Figure 1. Signal wires on met1 (run 1).
(8 px per micron) Cells faint in the background.
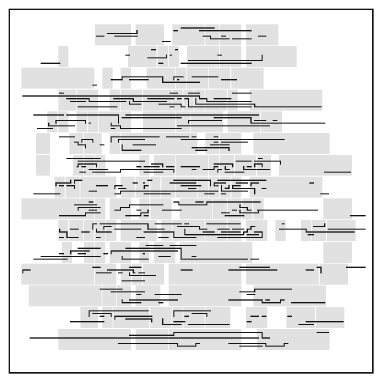
Figure 2. M2 wires (run 1).
(10 px per micron)
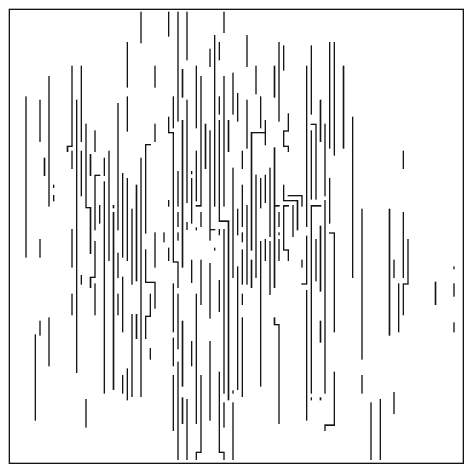
Figure 3. Signal wires on met3 (run 1).
(6 px per micron) Cells faint in the background.
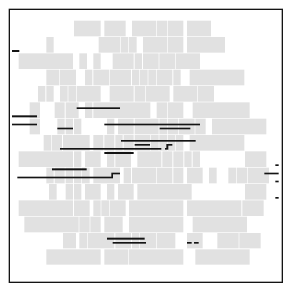
### src/rtl/rot_scheduler_pkg.sv
// Shared types and constants for the QR row-rotation scheduler.
package rot_scheduler_pkg;

    // Default latency of the rotation unit, which has two pipeline registers.
    localparam int ROT_LAT = 2;

    typedef enum logic [2:0] {
        RS_IDLE,
        RS_ISSUE,
        RS_DRAIN,
        RS_WAIT,
        RS_FIN
    } rs_state_t;

    typedef struct packed {
        logic       valid;
        logic [1:0] row;
        logic [1:0] col;
    } rot_tag_t;

endpackage

### src/rtl/rot_tag_pipe.sv
// Tag delay line that follows each issued row through the rotation unit.
module rot_tag_pipe
    import rot_scheduler_pkg::*;
#(
    parameter int LAT = ROT_LAT
) (
    input  logic     clk,
    input  logic     rst,
    input  rot_tag_t head,
    output rot_tag_t tail
);

    rot_tag_t stages [LAT];

    always_ff @(posedge clk or posedge rst) begin
        if (rst) begin
            for (int i = 0; i < LAT; i++) begin
                stages[i] <= '0;
            end
        end else begin
            stages[0] <= head;
            for (int i = 1; i < LAT; i++) begin
                stages[i] <= stages[i-1];
            end
        end
    end

    assign tail = stages[LAT-1];

endmodule

### src/rtl/rot_scheduler.sv
// Column-by-column issue sequencer for the shared rotation unit, with
// write-back tagging and a req/ack hand-off to the combine stage.
module rot_scheduler
    import rot_scheduler_pkg::*;
#(
    parameter int NROW = 4,
    parameter int LAT  = ROT_LAT
) (
    input  logic       clk,
    input  logic       rst,
    input  logic       start,
    output logic       busy,
    output logic       done,
    output logic       iss_valid,
    output logic [1:0] iss_row,
    output logic [1:0] iss_col,
    output logic       wb_en,
    output logic [1:0] wb_row,
    output logic [1:0] wb_col,
    output logic       cmb_req,
    output logic [1:0] cmb_col,
    input  logic       cmb_ack
);

    localparam logic [1:0] LAST = 2'(NROW - 1);

    rs_state_t  state, state_nxt;
    logic [1:0] row, row_nxt;
    logic [1:0] col, col_nxt;
    rot_tag_t   issue_tag;
    rot_tag_t   wb_tag;

    always_ff @(posedge clk or posedge rst) begin
        if (rst) begin
            state <= RS_IDLE;
            row   <= '0;
            col   <= '0;
        end else begin
            state <= state_nxt;
            row   <= row_nxt;
            col   <= col_nxt;
        end
    end

    always_comb begin
        state_nxt = state;
        row_nxt   = row;
        col_nxt   = col;
        issue_tag = '0;
        busy      = 1'b1;
        done      = 1'b0;
        cmb_req   = 1'b0;
        cmb_col   = '0;
        case (state)
            RS_IDLE: begin
                busy = 1'b0;
                if (start) begin
                    state_nxt = RS_ISSUE;
                    row_nxt   = '0;
                    col_nxt   = '0;
                end
            end
            RS_ISSUE: begin
                issue_tag.valid = 1'b1;
                issue_tag.row   = row;
                issue_tag.col   = col;
                row_nxt         = row + 2'd1;
                if (row == LAST) state_nxt = RS_DRAIN;
            end
            RS_DRAIN: begin
                // Earlier columns are fully drained, so any row-3 result here is ours.
                if (wb_tag.valid && wb_tag.row == LAST)
                    state_nxt = (col == LAST) ? RS_FIN : RS_WAIT;
            end
            RS_WAIT: begin
                cmb_req = 1'b1;
                cmb_col = col;
                if (cmb_ack) begin
                    col_nxt   = col + 2'd1;
                    row_nxt   = col + 2'd1;
                    state_nxt = RS_ISSUE;
                end
            end
            RS_FIN: begin
                done      = 1'b1;
                row_nxt   = '0;
                col_nxt   = '0;
                state_nxt = RS_IDLE;
            end
            default: state_nxt = RS_IDLE;
        endcase
    end

    rot_tag_pipe #(.LAT(LAT)) u_tag_pipe (
        .clk  (clk),
        .rst  (rst),
        .head (issue_tag),
        .tail (wb_tag)
    );

    assign iss_valid = issue_tag.valid;
    assign iss_row   = issue_tag.row;
    assign iss_col   = issue_tag.col;
    assign wb_en     = wb_tag.valid;
    assign wb_row    = wb_tag.row;
    assign wb_col    = wb_tag.col;

endmodule

### config.mk
export PLATFORM = sky130hd
export DESIGN_NAME = rot_scheduler
export DESIGN_NICKNAME = d
export VERILOG_FILES = /design/src/rtl/rot_scheduler_pkg.sv /design/src/rtl/rot_tag_pipe.sv /design/src/rtl/rot_scheduler.sv
export SDC_FILE = /design/constraint.sdc
export NUM_CORES = 1
export LEC_CHECK = 0
export ABC_AREA = 1
export CAP_MARGIN = 0
export CORE_UTILIZATION = 45
export DETAILED_ROUTE_END_ITERATION = 16
export PLACE_DENSITY = 0.76
export SKIP_LAST_GASP = 1
export SLEW_MARGIN = 20
export SYNTH_ARGS = -nofsm -noshare
export SYNTH_HDL_FRONTEND = slang
export SYNTH_HIERARCHICAL = 1
export SYNTH_SLANG_ARGS = --single-unit
### constraint.sdc
create_clock -name clk -period 2 [get_ports clk]
set_input_delay 0.6 -clock clk [delete_from_list [all_inputs] [get_ports clk]]
set_output_delay 0.6 -clock clk [all_outputs]
set_load 0.005 [all_outputs]
==> ci_impl_report.md, run 1 <==
## PnR job results

| Metric | Value |
|---|---|
| Grt ovf | 0 |
| All-Layer GR Usage | 0.231 |
| Die width | 45.3 microns |
| Post-synth seq share | 0.505 |
| Final #Nets | 144 |
| Critical Path RT | 1400 ps |
| Crit end category | output pin |
| Post-synth top area cell | dfrtp_1 |
| Simple Share, Synth | 0.303 |
| Mean Syn Cell Area | 8.42 sq um |
| Post-route clock skew | 1.79 ps |
| CP Launch Point | state[1] |
| Worst Max-Slew Pin Slew | 364 ps |
| Root Buffer Master | clkbuf_4 |
| Max cap viols | 0 |
| Area Overhead vs Synth | 47.1% |
| WP data arrival | 1500 ps |
| Unique cell types | 17 |
| Status | complete, but fails checks |
| CTS tree | built |
| Tot Pwr | 1.86 mW |
| Cell count listed in synth_stat.txt | 100 |
| DP Worst Slack | -18.5 ps |
| Maximum level of the CTS H-tree | 1 |
| Cell area leaders | dfrtp_1, nand2_1, nor2_1 |
| Final instance area | 1240 sq um |
| Post-Syn Area | 842 sq um |
| # setup viols final | 5 |
| PortBufs | 18 |
| Violated checks | negative setup slack |
| Cell Pwr Density | 1500 nW/um^2 |
| Core box area | 1750 sq um |
| Worst vdd ir | 977 uV |
| N_diodes | 0 |
| Largest net degree at the start of global routing | 12 |
| Worst-path clk slew | 110 ps |
| Util after Layout | 0.710 |
| DR iter-0 viols | 34 |
| Setup TNS | -340 ps |
| Top logic family | simple AND/OR/NAND/NOR gates |
| Leakage power | 0.701 nW |
| Setup slack after layout | -98.1 ps |
Back to the opening pictures, Figure 1:
share of all routed wire: 39%
nets with wire on the layer: 135
wire length on this layer: 825 microns
main direction: horizontal
Post-Route WL: 2.11 mm
via count: 797

Back to the opening pictures, Figure 2:
wire length on this layer: 1100 microns
main direction: vertical
longest straight run: 27.2 microns
met2 Usage GRT: 0.429

Back to the opening pictures, Figure 3:
share of all routed wire: 5.3%
main direction: horizontal

run 1: cells in the mapped netlist, types with 3 or more instances:
library cell,count
nand2_1,19
dfrtp_1,17
nor2_1,16
inv_1,15
nand3_1,9
buf_4,5
o21ai_0,3
run 1: layer usage:
layer,up-vias,part of all wire,global-route usage
li1,378,-,-
met1,378,0.39,0.265
met2,33,0.52,0.429
met3,8,0.053,0.0400
met4,0,0.035,0.0727
met5,-,0,0
run 1: path summary, 6_finish.rpt:
path | endpoint | cells after the start | slack (ps)
hold reg to reg | u_tag_pipe/tail[2] | 0 | 360
max in group asynchronous | u_tag_pipe/stages[7] | 2 | 1140
hold / removal | u_tag_pipe/tail[2] | 0 | 360
setup reg to reg | state[1] | 9 | 510
min in group asynchronous | state[2] | 2 | 570
setup / recovery | busy | 4 | -100
run 1: power breakdown:
part           internal [mW]  switching, mW  leakage [nW]
combinational          0.549          0.568         0.463
sequential             0.456         0.0886         0.223
clock                 0.0759          0.122        0.0139
total                   1.08          0.778         0.701
run 1: layout make-up:
type	instances	area, sq um	area share
Clock buffer	3	22.5	0.0182
Clock inverter	1	7.51	0.00606
Inverter	17	66.3	0.0535
Multi-Input combinational cell	61	360	0.291
Sequential cell	17	428	0.345
Tap cell	25	31.3	0.0253
Timing Repair Buffer	38	323	0.261
run 1: worst max-delay path: stages (launching register included):
cell and delay (ps):
dfrtp_2 470, nor2_4 130, buf_4 130, nand2_1 40, clkdlybuf4s50_1 430
run 1: sequential cells by signal, indices dropped and copies added (netlist names):
register,flops
state,3
row,2
u_tag_pipe/tail,5
col,2
u_tag_pipe/stages,5
Figure 4. Track usage over the die (run 1).
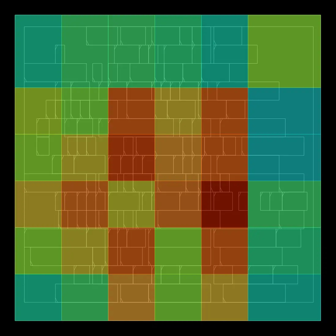

==> run 2: changes to the inputs <==
--- a/config.mk
+++ b/config.mk
@@ -9,7 +9,7 @@
 export CAP_MARGIN = 0
 export CORE_UTILIZATION = 45
 export DETAILED_ROUTE_END_ITERATION = 16
-export PLACE_DENSITY = 0.76
+export PLACE_DENSITY_LB_ADDON = 0.3
 export SKIP_LAST_GASP = 1
 export SLEW_MARGIN = 20
 export SYNTH_ARGS = -nofsm -noshare
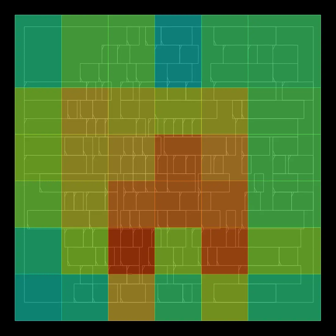
Figure 5: run 2, track usage over the die.
Global Route met3 Usage: 0.0400
met2 Usage GRT: 0.371
DR WL/cell: 12.0 microns

==> run 2 against run 1 <==
Net effect:
- the flow still finishes with violations (negative setup slack)
- final area is 3.9% lower
- non-clock buffer count is 5 lower
- sequential cell count stayed put
- clock-buffer cell count is 1 higher
- setup slack worse by 66 ps
==> ci_impl_report.md, run 2 <==
## PnR job results

| Metric | Value |
|---|---|
| Via count | 737 |
| Pint | 1.03 mW |
| Met1 Routed Length | 826 microns |
| Status | complete, but fails checks |
| Met1 GRT Util | 0.248 |
| Maximum level of the CTS H-tree | 1 |
| Root Buffer Master | clkbuf_4 |
| Post-Route WL | 1.89 mm |
| Unique cell types | 17 |
| Cell count listed in synth_stat.txt | 100 |
| Sequential power share | 0.305 |
| Area Overhead vs Synth | 41.3% |
| Worst vdd ir | 827 uV |
| Met3 wire length | 29 microns |
| Post-Syn Area | 842 sq um |
| Util after Layout | 0.682 |
| Violated checks | negative setup slack |
| Setup slack after layout | -164 ps |
| Setup TNS | -703 ps |
| # setup viols final | 8 |
| Psw | 710 uW |
| Net Sw Frac | 0.407 |
| Crit end category | output pin |
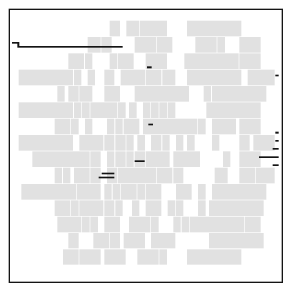
Figure 6: run 2, signal wires on met3.
(6 px per micron) Cells faint in the background.
wire length on this layer: 29.9 microns
main direction: horizontal
nets with wire on the layer: 11

[run 2: cell counts after synthesis]
Identical to the previous run, type by type.
[run 2: logic make-up after synthesis]
logic type	synth area share
DFF	0.505
adders and majority gates	0.0297
buffers and inverters	0.120
AOI/OAI and AO/OA	0.0416
and+or+nand+nor	0.303
[run 2: path summary, 6_finish.rpt]
path,start,end,slack [ps],cells past startpoint
max,state[0],done,-160,4
max reg2reg,state[0],row[0],570,10
max in group asynchronous,rst,u_tag_pipe/stages[5],1130,2
min reg2reg,u_tag_pipe/stages[6],u_tag_pipe/tail[1],360,0
min in group asynchronous,rst,row[1],580,2
min,u_tag_pipe/stages[6],u_tag_pipe/tail[1],360,0
[run 2: timing repair]
action	CTS	global route
gates resized	13	17
endpoints found under the setup margin	10	9
pin swaps	2	0
setup buffers	6	5
[run 2: final cells by class]
| type | count | area [sq um] |
|---|---|---|
| Inverter | 17 | 68.8 |
| Timing Repair Buffer | 33 | 289 |
| Fill cell | 146 | 556 |
| Tap cell | 25 | 31.3 |
| Sequential cell | 17 | 427 |
| Clock buffer | 4 | 26.3 |
| Multi-Input combinational cell | 61 | 348 |
[run 2: critical path: stages (launching register included)]
cell	delay (ps)
dfrtp_2	450
nor2_1	150
inv_1	80
nor2_1	100
clkdlybuf4s50_1	500
[run 2: power groups by stage]
| stage | Clock [mW] | Sequential (mW) | Combinational, mW |
|---|---|---|---|
| 3_5_place_dp | 0 | 0.543 | 0.775 |
| 5_1_grt | 0.196 | 0.541 | 1.14 |
| 2_1_floorplan | 0 | 0.515 | 0.505 |
| 4_1_cts | 0.182 | 0.532 | 0.890 |
| 3_3_place_gp | 0 | 0.534 | 0.753 |
| 6_report | 0.178 | 0.532 | 1.03 |
No activity file was given, so power comes from the tool's default toggle rates.
